<file path="config.mk">
export PLATFORM = sky130hd
export DESIGN_NAME = hazard_ctrl
export DESIGN_NICKNAME = d
export VERILOG_FILES = /design/src/rtl/hazard_ctrl.sv
export SDC_FILE = /design/constraint.sdc
export NUM_CORES = 1
export LEC_CHECK = 0
export CORE_AREA = 10 10 93 95
export DETAILED_ROUTE_END_ITERATION = 12
export DIE_AREA = 0 0 103 105
export DONT_BUFFER_PORTS = 1
export PLACE_DENSITY = 0.69
export SLEW_MARGIN = 10
export SYNTH_ARGS = -nofsm -noshare
export SYNTH_HDL_FRONTEND = slang
export SYNTH_SLANG_ARGS = --single-unit
</file>
<file path="constraint.sdc">
create_clock -name clk -period 5.85 [get_ports clk]
set_input_delay 1.4625 -clock clk [delete_from_list [all_inputs] [get_ports clk]]
set_output_delay 1.4625 -clock clk [all_outputs]
set_load 0.005 [all_outputs]
</file>
<file path="src/rtl/hazard_ctrl.sv">
// Pipeline hazard controller: load-use stall, memory-wait freeze and multi-cycle
// redirect flush, plus saturating stall-cycle and redirect-event counters.
module hazard_ctrl #(
    parameter int REDIR_BUBBLES = 1,   // legal range 1..15 (bub_cnt is 4 bits)
    parameter int CNT_W         = 32
) (
    input  logic             clk,
    input  logic             rst_n,
    input  logic [4:0]       id_rs1,
    input  logic [4:0]       id_rs2,
    input  logic             id_rs1_en,
    input  logic             id_rs2_en,
    input  logic [4:0]       ex_rd,
    input  logic             ex_rd_en,
    input  logic             ex_is_load,
    input  logic             ex_redirect,
    input  logic             mem_req,
    input  logic             mem_ready,
    output logic             pc_stall,
    output logic             ifid_stall,
    output logic             ifid_flush,
    output logic             feedforward_stall,
    output logic             checkpre_flush,
    output logic             exmem_stall,
    output logic [CNT_W-1:0] stall_cycles,
    output logic [CNT_W-1:0] redir_events
);

    typedef enum logic [1:0] {
        RUN      = 2'd0,
        MEM_WAIT = 2'd1,
        REDIR    = 2'd2
    } state_t;

    localparam logic [3:0] BUB_LOAD = 4'(REDIR_BUBBLES - 1);
    localparam int         N_CNT    = 2;

    state_t     state_reg, state_next;
    logic       redir_pend_reg, redir_pend_next;
    logic [3:0] bub_cnt_reg, bub_cnt_next;

    logic       mem_busy;
    logic       redir;
    logic       load_use;
    logic       in_redir;

    // ------------------------------------------------------------------
    // Hazard detection
    // ------------------------------------------------------------------
    logic [4:0] src_idx [N_CNT];
    logic [1:0] src_en;
    logic [1:0] src_hit;

    assign src_idx[0] = id_rs1;
    assign src_idx[1] = id_rs2;
    assign src_en     = {id_rs2_en, id_rs1_en};

    for (genvar gi = 0; gi < 2; gi++) begin : g_src
        assign src_hit[gi] = src_en[gi] & (src_idx[gi] == ex_rd);
    end

    assign mem_busy = mem_req & ~mem_ready;
    assign redir    = ex_redirect | redir_pend_reg;
    assign in_redir = (state_reg == REDIR);
    assign load_use = ex_is_load & ex_rd_en & (ex_rd != 5'd0) & (|src_hit);

    // ------------------------------------------------------------------
    // Control outputs: mem_busy > redirect > load_use > idle.
    // Forced low while reset is asserted, independent of the clock.
    // ------------------------------------------------------------------
    always_comb begin
        pc_stall          = 1'b0;
        ifid_stall        = 1'b0;
        ifid_flush        = 1'b0;
        feedforward_stall = 1'b0;
        checkpre_flush    = 1'b0;
        exmem_stall       = 1'b0;
        if (rst_n) begin
            if (mem_busy) begin
                pc_stall          = 1'b1;
                ifid_stall        = 1'b1;
                feedforward_stall = 1'b1;
                exmem_stall       = 1'b1;
            end else if (redir || in_redir) begin
                ifid_flush     = 1'b1;
                checkpre_flush = 1'b1;
            end else if (load_use) begin
                pc_stall       = 1'b1;
                ifid_stall     = 1'b1;
                checkpre_flush = 1'b1;
            end
        end
    end

    // ------------------------------------------------------------------
    // Next-state logic
    // ------------------------------------------------------------------
    always_comb begin
        state_next      = state_reg;
        redir_pend_next = redir_pend_reg;
        bub_cnt_next    = bub_cnt_reg;
        if (mem_busy) begin
            // Freeze; a redirect arriving now is remembered for later.
            state_next      = MEM_WAIT;
            redir_pend_next = redir_pend_reg | ex_redirect;
        end else if (redir) begin
            redir_pend_next = 1'b0;
            bub_cnt_next    = BUB_LOAD;
            state_next      = (BUB_LOAD != 4'd0) ? REDIR : RUN;
        end else begin
            unique case (state_reg)
                REDIR: begin
                    bub_cnt_next = (bub_cnt_reg != 4'd0) ? bub_cnt_reg - 4'd1 : 4'd0;
                    state_next   = (bub_cnt_reg <= 4'd1) ? RUN : REDIR;
                end
                MEM_WAIT: begin
                    state_next = (bub_cnt_reg != 4'd0) ? REDIR : RUN;
                end
                default: begin
                    state_next = RUN;
                end
            endcase
        end
    end

    always_ff @(posedge clk or negedge rst_n) begin
        if (!rst_n) begin
            state_reg      <= RUN;
            redir_pend_reg <= 1'b0;
            bub_cnt_reg    <= 4'd0;
        end else begin
            state_reg      <= state_next;
            redir_pend_reg <= redir_pend_next;
            bub_cnt_reg    <= bub_cnt_next;
        end
    end

    // ------------------------------------------------------------------
    // Saturating performance counters: [0] stall cycles, [1] redirects
    // ------------------------------------------------------------------
    logic [N_CNT-1:0]            cnt_inc;
    logic [N_CNT-1:0][CNT_W-1:0] cnt_reg;
    logic [N_CNT-1:0][CNT_W-1:0] cnt_next;

    assign cnt_inc[0] = pc_stall;
    assign cnt_inc[1] = redir & ~mem_busy;

    for (genvar gi = 0; gi < N_CNT; gi++) begin : g_cnt
        always_comb begin
            cnt_next[gi] = cnt_reg[gi];
            if (cnt_inc[gi] && (cnt_reg[gi] != {CNT_W{1'b1}})) begin
                cnt_next[gi] = cnt_reg[gi] + 1'b1;
            end
        end

        always_ff @(posedge clk or negedge rst_n) begin
            if (!rst_n) begin
                cnt_reg[gi] <= '0;
            end else begin
                cnt_reg[gi] <= cnt_next[gi];
            end
        end
    end

    assign stall_cycles = cnt_reg[0];
    assign redir_events = cnt_reg[1];

endmodule
</file>
### Sequential cells colored by netlist name

Scale: 6 px per µm. Other sequential cells in the stronger gray, the rest of the logic in the fainter gray.
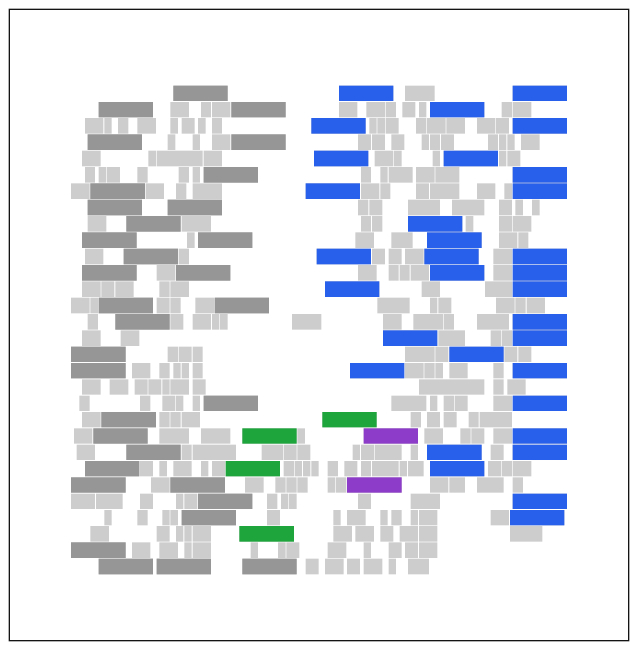
- stall_cycles: blue (flops 32)
- state_reg: purple (flops 2)
- bub_cnt_reg: green (flops 4)
- not colored: 33

### Placed standard cells

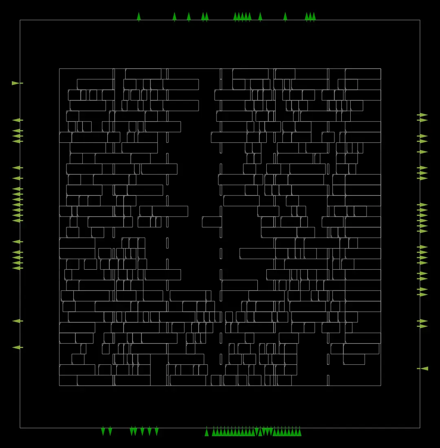
final core occ: 57.0%
Flops: 71

==> results.yml <==
# yosys + openroad results
sta:
  fin_crit_sh_pct: 69.4
  worst_pin_slew_ns: 1.20
  timing.final.max_slew_violations: 0
  slew-limit-headroom_pct: 20.0
  min_period_ns: 4.06
setup_path:
  critical_path_class: "input pin to primary output"
  crit_buf_inv: 1
  cp-end-kind: "primary output"
  critPathSlowestCell: "or3_1"
die:
  die_w_um: 103
  coreArea_um2: 6760
cells_and_area:
  area_growth_syn_to_layout_pct: 6.10
  fin_nets: 373
  antenna_cells: 0
clock_tree:
  clock_path_buffers: 2
  post-cts-setup-buffer-count: 0
  cts_inserted_buffers: 9
job:
  warning_count: 27
place:
  io_buffer_count: 0
  routabilityCongestion: 0.775
logic_synthesis:
  synth-main-ff-cell: "dfrtp_1"
  yosysTopAreaCell: "dfrtp_1"
  synth-edff-count: 0
  synth_top_area_share_pct: 48.9
  syn_area_um2: 3630
power_and_ir_drop:
  p_leak_nw: 1.76
outcome:
  run_status: "complete, no violations"
detailed_routing:
  route.vias.total: 2490
### Signal wires by layer

Scale: 4 px per µm. Two of the layers only.
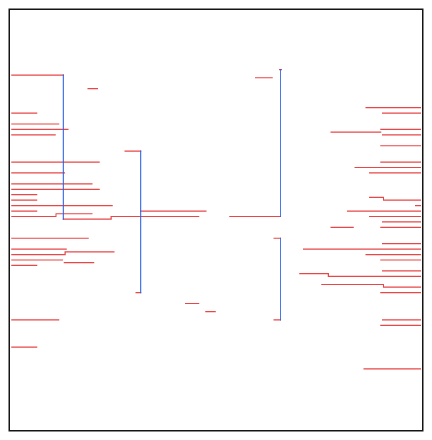
- metal 4: blue (wire length 129 µm)
- metal 3: red (wire length 728 µm)

-- power by group --
| group | switching, W | total (W) | internal [W] |
|---|---|---|---|
| combinational | 0.0000457 | 0.000102 | 0.0000567 |
| sequential | 0.0000780 | 0.000617 | 0.000539 |
| clock | 0.000173 | 0.000380 | 0.000207 |
-- metal layers --
| metal | vias up | part of all wire [%] |
|---|---|---|
| li1 | 1200 | - |
| met5 | - | 0 |
| met4 | 0 | 1.7 |
| met3 | 9 | 9.4 |
| met2 | 71 | 49 |
| met1 | 1210 | 40 |
-- kinds of logic after synthesis --
logic type      Yosys count  share of synthesized area (%)
mux                       2                          0.723
flops                    71                           48.9
compound gates           16                           3.27
fa+ha+maj                 4                           1.38
simple gates            160                           25.4
xor+xnor                 72                           17.4
buf+inv                  18                           2.93
-- cell type report --
class,count,area (µm²)
fill,580,2900
sequential,71,1780
multi-input combinational,254,1750
clock buffer,12,145
tap,80,100
clock inverter,4,45.0
inverter,8,30.0
timing repair buffer,1,7.51
-- path summary, 6_finish.rpt --
kind | end | startpoint | cells after the start | slack [ns]
worst max-delay path | pc_stall | ex_rd[1] | 4 | 1.79
worst min-delay path | stall_cycles[6] | stall_cycles[6] | 1 | 0.52
worst max register to register | stall_cycles[1] | stall_cycles[0] | 7 | 2.86
worst min register to register | stall_cycles[6] | stall_cycles[6] | 1 | 0.52
max in group asynchronous | redir_events[7] | rst_n | 0 | 4.91
min in group asynchronous | stall_cycles[31] | rst_n | 0 | 0.81
-- placed cells by master (no fill, tap or decap), drive strengths merged, types with 2 or more instances in the layout --
cell type,count
and2,7
o21ai,5
dfrtp,71
or3,2
nand3,28
and3,11
nand2,35
mux2,2
clkbuf,12
xor2,36
and4,5
nor4b,6
a21oi,5
o22ai,2
ha,4
nand4,11
nand2b,3
nor4,16
nor3,16
nor2,17
clkinv,3
xnor2,36
inv,8
-- stage by stage --
step	utilization (%)	cell area [µm²]	hold slack, ns	power (W)
after floorplan	-	3630	0.477	0.000693
after global placement	54.2	3660	0.508	0.000724
after detailed placement	54.2	3660	0.515	0.000730
after CTS	57.0	3850	0.527	0.00111
after global routing	57.0	3850	0.542	0.00116
final	57.0	3850	0.518	0.00110
Power and IR drop assume default switching activity.
